Design sim_jtag_scan_driver, sky130hd; sources not shown.
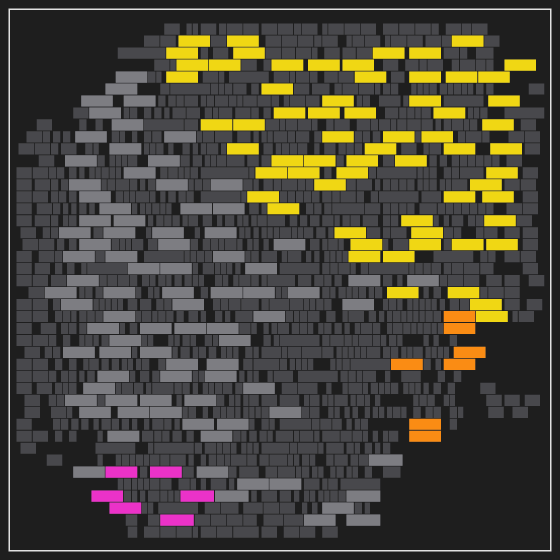
registers.png
Other sequential cells in the stronger gray, the rest of the logic in the fainter gray.
Key: tick_cnt_q = magenta [placed flops 6, where south-west]; rsp_data = yellow [placed flops 64]; len_q = orange [placed flops 7]
Another 86 sequential cells are not colored.
fraction of standard cell area that is sequential: 31.6%
power of the sequential group: 2.83 mW

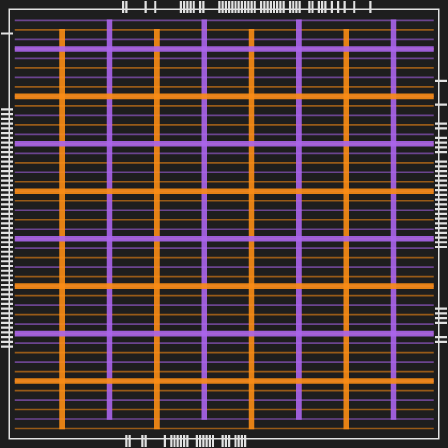
pdn.png
Pins as bars on the die edge.
Key: VSS = orange; VDD = purple
8 straps on met5. 8 straps on met4. 44 met1 rails follow the rows. 154 signal pins sit on the boundary.
Vert. Die Dim: 123 um
Peak supply drop: 0.684 mV
CORE AREA: 0.0140 mm^2
width of the chip: 123 um

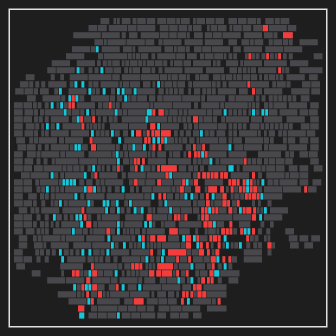
gate_families.png
Key: inverters = cyan [cells 135]; NAND gates = red [cells 175]
Comb/total area: 36.3%
most common cell after layout, fill and taps aside: sky130_fd_sc_hd__dfxtp_1
count of placed standard cells in the final layout, fillers left out: 1420

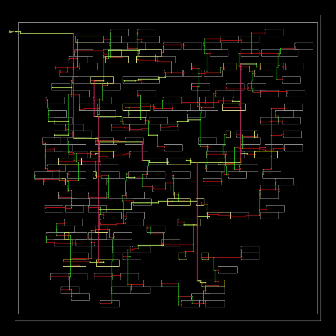
final_clocks.png
number of sinks on the clock net: 163
flip-flops: 163
Clock net power: 2.80 mW
clock latency reported for the late side of the worst-skew pair: 0.43 ns
clock skew: 0.00805 ns

==> results.txt <==
Notes on the physical design

The sum of routed wire length over all layers is 26.0 mm. The routability congestion estimate from global placement is roughly 0.9. The relative max-transition margin is about half.

For this floorplan the total number of well-tap instances is about 180. Combinational cells account for about 5.6% of the total power. After detailed placement, the total cell area comes to about 0.0093 mm^2. Leaving out the clock tree, the finished layout contains a buffer count of approximately 230. Per the detail_route report, vias per standard cell equal between 6 and 7. Summing all non-filler instances in the final layout gives an area of 0.0104 mm^2. The total of max-cap violations is 0. Among the non-sequential cells, AND-OR/OR-AND gates take the most area. The setup check on the worst reg-to-reg path leaves a slack of -0.10 ns.

The sequential group share of total power is approximately 48%. After the first detailed-routing iteration, the DRC count stood at between 1000 and 1500. Synthesis produced a netlist whose cell count is about 1000. The cell class with the largest area share is logic gates.

Per the OpenROAD floorplan log, the area of the die is ~0.015 mm^2. The global route total overflow is 0. The most congested layer reported by global routing is met2. The post-cts hold buffer count is 0. The finished layout reports a core utilization of 73.8%. Walking the critical path from launch to capture passes 14 cell instances. Max-slew check failures listed in the final report amount to 0. Per the detail_route log, met2 wirelength is about 12 mm. The number of H-tree branching levels is 4. The OpenROAD warning count is 32.

Per the post-run analysis, buffers plus inverters along the critical path come to 3. The critical path in the final layout is reported with a setup slack of -0.100 ns. The tightest min-delay check is of the input port to flip-flop type.

The number of buffers added on ports is around 150. The endpoint class of the critical path is a flip-flop. The post-synthesis instance area is 0.00757 mm^2. On the final layout, the worst hold slack is 0.125 ns. The cell sequence reported for the critical path is nand2_4, inv_4, nand4_1, nor2_2, nand2_2, nand2_2, nand2_4, nor2_4, nand2_8, buf_12, inv_4, nand2_1, nor3_1, nor3_1. Per the repair_timing log after CTS, setup buffers inserted total 0. The final timing report counts setup violations totalling 20. Post-synthesis, Yosys gives the total cell area as roughly 0.0076 mm^2. Counting instances, the worst hold path has a depth of 1. STA shows the worst reg2reg path with a cell count of 14. The met1 layer usage reported by global route is between 40 and 50%. The pin slew with the least headroom to its limit is between 0.7 and 0.8 ns. The final reports fail on negative setup slack. The number of filler cells placed in the layout is 908. Once the clock tree was built, the resizer swapped 11 gates to a different size.

The net switching power is 1.31 mW. The flow ran to the end, but the final reports show violations. After routing, the total negative slack on setup checks comes to -0.759 ns.
Power figures rest on the tool's default switching activity, not on a simulated workload.
